File: config.mk
export PLATFORM = sky130hd
export DESIGN_NAME = univ_shift_reg_en
export DESIGN_NICKNAME = d
export VERILOG_FILES = /design/src/rtl/univ_shift_reg_en.sv
export SDC_FILE = /design/constraint.sdc
export NUM_CORES = 1
export LEC_CHECK = 0
export ABC_AREA = 1
export CORE_MARGIN = 2
export CORE_UTILIZATION = 49
export DETAILED_ROUTE_END_ITERATION = 10
export PLACE_DENSITY = 0.83
export SETUP_SLACK_MARGIN = 0.3
export SLEW_MARGIN = 20
export SYNTH_ARGS = -nofsm -noshare
export SYNTH_HDL_FRONTEND = slang
export SYNTH_SLANG_ARGS = --single-unit
File: constraint.sdc
create_clock -name clk -period 3.6 [get_ports clk]
set_input_delay 0.72 -clock clk [delete_from_list [all_inputs] [get_ports clk]]
set_output_delay 0.72 -clock clk [all_outputs]
set_load 0.01 [all_outputs]
File: src/rtl/univ_shift_reg_en.sv
`default_nettype none
//============================================================================
// Module   : univ_shift_reg_en
// Purpose  : WIDTH-bit universal register with clock enable and asynchronous
//            preset. MODE selects hold / parallel load / shift L/R /
//            rotate L/R / synchronous clear. A saturating counter tracks
//            shifts since the last load/clear/reset, so downstream logic
//            knows when a whole word has been serialised.
// Revision : 1.0 - initial release
//----------------------------------------------------------------------------
// Parameters
//   WIDTH     register width (>= 2)
//   RST_VAL   value forced onto Q while rst is high
//   CNT_W     width of shift_cnt
// Ports
//   clk        in   rising-edge clock
//   rst        in   asynchronous active-high reset
//   E          in   clock enable (0 = hold everything)
//   MODE[2:0]  in   000 hold, 001 load, 010 shl, 011 shr,
//                   100 rol, 101 ror, 110 sync clear, 111 hold
//   D          in   parallel load data
//   SI         in   serial input for shifts
//   Q          out  register contents
//   SO         out  serial output, Q MSB (left) or LSB (right)
//   shift_cnt  out  shifts since load/clear/reset, saturating at WIDTH
//   word_done  out  high while shift_cnt == WIDTH
//   parity     out  XOR of Q (only with PARITY_OUT_EN)
// Build option
//   PARITY_OUT_EN : when defined, adds the registered parity output
//============================================================================
module univ_shift_reg_en #(
    parameter int               WIDTH   = 8,
    parameter logic [WIDTH-1:0] RST_VAL = {WIDTH{1'b1}},
    parameter int               CNT_W   = $clog2(WIDTH + 1)
) (
    input  logic             clk,
    input  logic             rst,
    input  logic             E,
    input  logic [2:0]       MODE,
    input  logic [WIDTH-1:0] D,
    input  logic             SI,
    output logic [WIDTH-1:0] Q,
    output logic             SO,
    output logic [CNT_W-1:0] shift_cnt,
    output logic             word_done
`ifdef PARITY_OUT_EN
    ,
    output logic             parity
`endif
);

    localparam logic [2:0] C_HOLD0 = 3'b000;
    localparam logic [2:0] C_LOAD  = 3'b001;
    localparam logic [2:0] C_SHL   = 3'b010;
    localparam logic [2:0] C_SHR   = 3'b011;
    localparam logic [2:0] C_ROL   = 3'b100;
    localparam logic [2:0] C_ROR   = 3'b101;
    localparam logic [2:0] C_CLR   = 3'b110;
    localparam logic [2:0] C_HOLD7 = 3'b111;

    localparam logic [CNT_W-1:0] C_CNT_MAX = CNT_W'(WIDTH);

    logic [WIDTH-1:0] r_q;
    logic [CNT_W-1:0] r_cnt;
    logic             r_dir_left;   // SO direction: 1 = MSB side, 0 = LSB side

    logic [WIDTH-1:0] w_q_nxt;
    logic [CNT_W-1:0] w_cnt_nxt;
    logic [CNT_W-1:0] w_cnt_inc;
    logic             w_dir_nxt;

    // Saturating increment shared by all shift/rotate modes
    assign w_cnt_inc = (r_cnt == C_CNT_MAX) ? r_cnt : (r_cnt + CNT_W'(1));

    always_comb begin
        w_q_nxt   = r_q;
        w_cnt_nxt = r_cnt;
        w_dir_nxt = r_dir_left;
        case (MODE)
            C_LOAD: begin
                w_q_nxt   = D;
                w_cnt_nxt = '0;
            end
            C_SHL: begin
                w_q_nxt   = {r_q[WIDTH-2:0], SI};
                w_cnt_nxt = w_cnt_inc;
                w_dir_nxt = 1'b1;
            end
            C_SHR: begin
                w_q_nxt   = {SI, r_q[WIDTH-1:1]};
                w_cnt_nxt = w_cnt_inc;
                w_dir_nxt = 1'b0;
            end
            C_ROL: begin
                w_q_nxt   = {r_q[WIDTH-2:0], r_q[WIDTH-1]};
                w_cnt_nxt = w_cnt_inc;
                w_dir_nxt = 1'b1;
            end
            C_ROR: begin
                w_q_nxt   = {r_q[0], r_q[WIDTH-1:1]};
                w_cnt_nxt = w_cnt_inc;
                w_dir_nxt = 1'b0;
            end
            C_CLR: begin
                w_q_nxt   = '0;
                w_cnt_nxt = '0;
            end
            C_HOLD0, C_HOLD7: begin
                w_q_nxt   = r_q;
            end
            default: begin
                w_q_nxt   = r_q;
            end
        endcase
    end

    always_ff @(posedge clk or posedge rst) begin
        if (rst) begin
            r_q        <= RST_VAL;
            r_cnt      <= '0;
            r_dir_left <= 1'b1;
        end else if (E) begin
            r_q        <= w_q_nxt;
            r_cnt      <= w_cnt_nxt;
            r_dir_left <= w_dir_nxt;
        end
    end

`ifdef PARITY_OUT_EN
    logic r_parity;

    // Computed from the next-state value so parity changes on the same edge as Q
    always_ff @(posedge clk or posedge rst) begin
        if (rst) begin
            r_parity <= ^RST_VAL;
        end else if (E) begin
            r_parity <= ^w_q_nxt;
        end
    end

    assign parity = r_parity;
`endif

    assign Q         = r_q;
    assign SO        = r_dir_left ? r_q[WIDTH-1] : r_q[0];
    assign shift_cnt = r_cnt;
    assign word_done = (r_cnt == C_CNT_MAX);

endmodule
`default_nettype wire
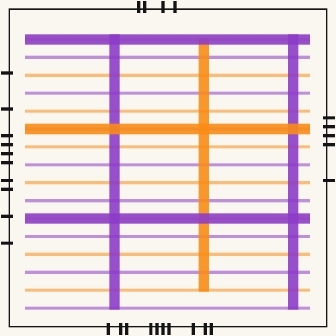
*PDN straps and rails*
Pins as bars on the die edge.
VDD: marked orange. VSS: marked purple.
29 signal pins sit on the boundary. 3 straps on met5. 3 straps on met4.
die width: 48.00 um
maximum resistive drop on vdd: 0.3198 mV

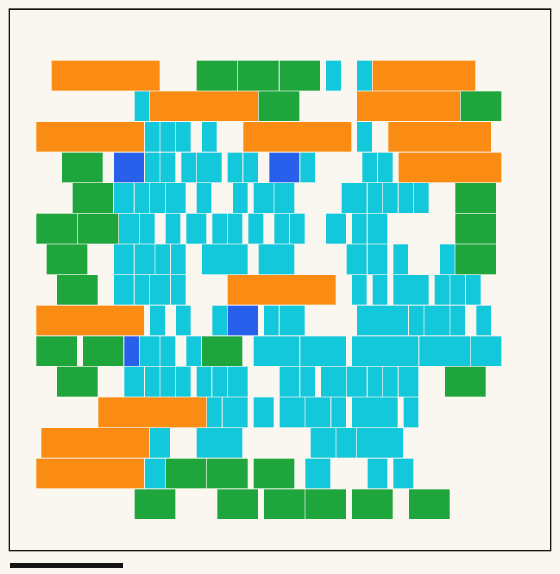
*Placed cells, one color a class*
Bar = 10 um.
clock drivers and dummy loads: marked blue, cells 4, share of their area 2.2%. remaining buffers and delay cells: marked green, cells 28, share of their area 23%. remaining logic cells: marked cyan, cells 111, share of their area 47%. registers: marked orange, cells 13, share of their area 28%.

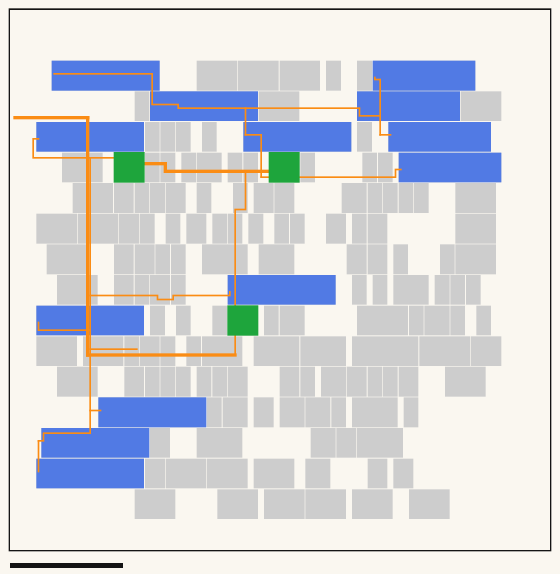
*Clock network drawn from the DEF*
Bar = 10 um.
clock wires: marked orange, length 200 um. clock-net drivers: marked green, count 3. flip-flops: marked blue, count 13.
There are 4 routed clock nets.
share of power burned in the clock network: 0.158
latest clock arrival within the worst-skew pair: 280 ps
Setup Skew: 3.694 ps
clock network power: 91.9 uW

==> Flow_metrics.wiki <==
== Implementation results ==
{| class="wikitable"
! Metric !! Value
|-
| Async SR Flop Fraction || 1.000
|-
| Number of cells after detailed placement || between 150 and 200
|-
| Cells along the critical path || inv_1 -> ha_1 -> nand2_1 -> nor2_1 -> clkdlybuf4s50_1
|-
| Post-place setup slack || 1285 ps
|-
| Arrival time at the worst endpoint || 1830 ps
|-
| Cell depth of the worst setup path || 5
|-
| Capturing point of the worst reg2reg path || shift_cnt[1]
|-
| # Max-Cap Violations || 0
|-
| Worst Hold Path Cells || 2
|-
| Detail-routed via count per cell || 5.155
|-
| Comb. pwr || around 240 uW
|-
| Net Switching || 211.9 uW
|-
| Standard cell core area || between 1500 and 2000 um2
|-
| Combinational share of cell area || 0.4267
|-
| Layer with the highest usage after global routing || met2
|-
| Fin area || 1237 um2
|-
| Kind of path behind the tightest hold check || reg -> reg
|-
| Seq pwr || around 250 uW
|-
| Critical path fanouts, max || 6
|-
| First-pass GRT wire length || 3.443 mm
|-
| Number of warning messages in the yosys log || 0
|-
| Number of global-route vias before repair || 828
|-
| Crit path required time || 2880 ps
|-
| Biggest consumer || registers
|-
| Total routing usage reported by global routing || 0.2156
|-
| Switch share || 0.3644
|-
| Leak Pwr || about 0.56 nW
|-
| Seq. cell area || 336.6 um2
|-
| Synthesized Nets || about 150
|-
| Met3 routing resource usage after global routing || 0.04528
|-
| Synth Area per Inst || around 7.4 um2
|-
| Final std cells w/o fill || 181
|-
| Tmin final || 2550 ps
|-
| Repair and plain buffers || 28
|-
| Final count of negative-setup-slack endpoints || 0
|-
| Top routing layer used || met4
|-
| M2 GR Usage || 0.3413
|-
| Run status || finished, final reports clean
|-
| Synthesized-area fraction occupied by and/or/nand/nor cells || 0.4644
|-
| Worst hold start || Q[2]
|-
| Share of synthesized cell area in and-or and or-and compound cells || 0.04485
|-
| Fraction of synthesized area in multiplexers || 0.01187
|-
| Hold endpoint || Q[2]
|-
| Number of setup buffers added after CTS || 0
|-
| Largest area contributor in the synthesized netlist || sky130_fd_sc_hd__dfstp_2
|-
| Starting DRT DRC Count || 17
|-
| Final worst setup slack || 1050 ps
|-
| Number of synthesized flops with an enable pin || 0
|-
| H-tree depth || 1
|-
| Dpl cell area || 1211 um2
|}
Power is estimated from default activity; no workload was simulated.
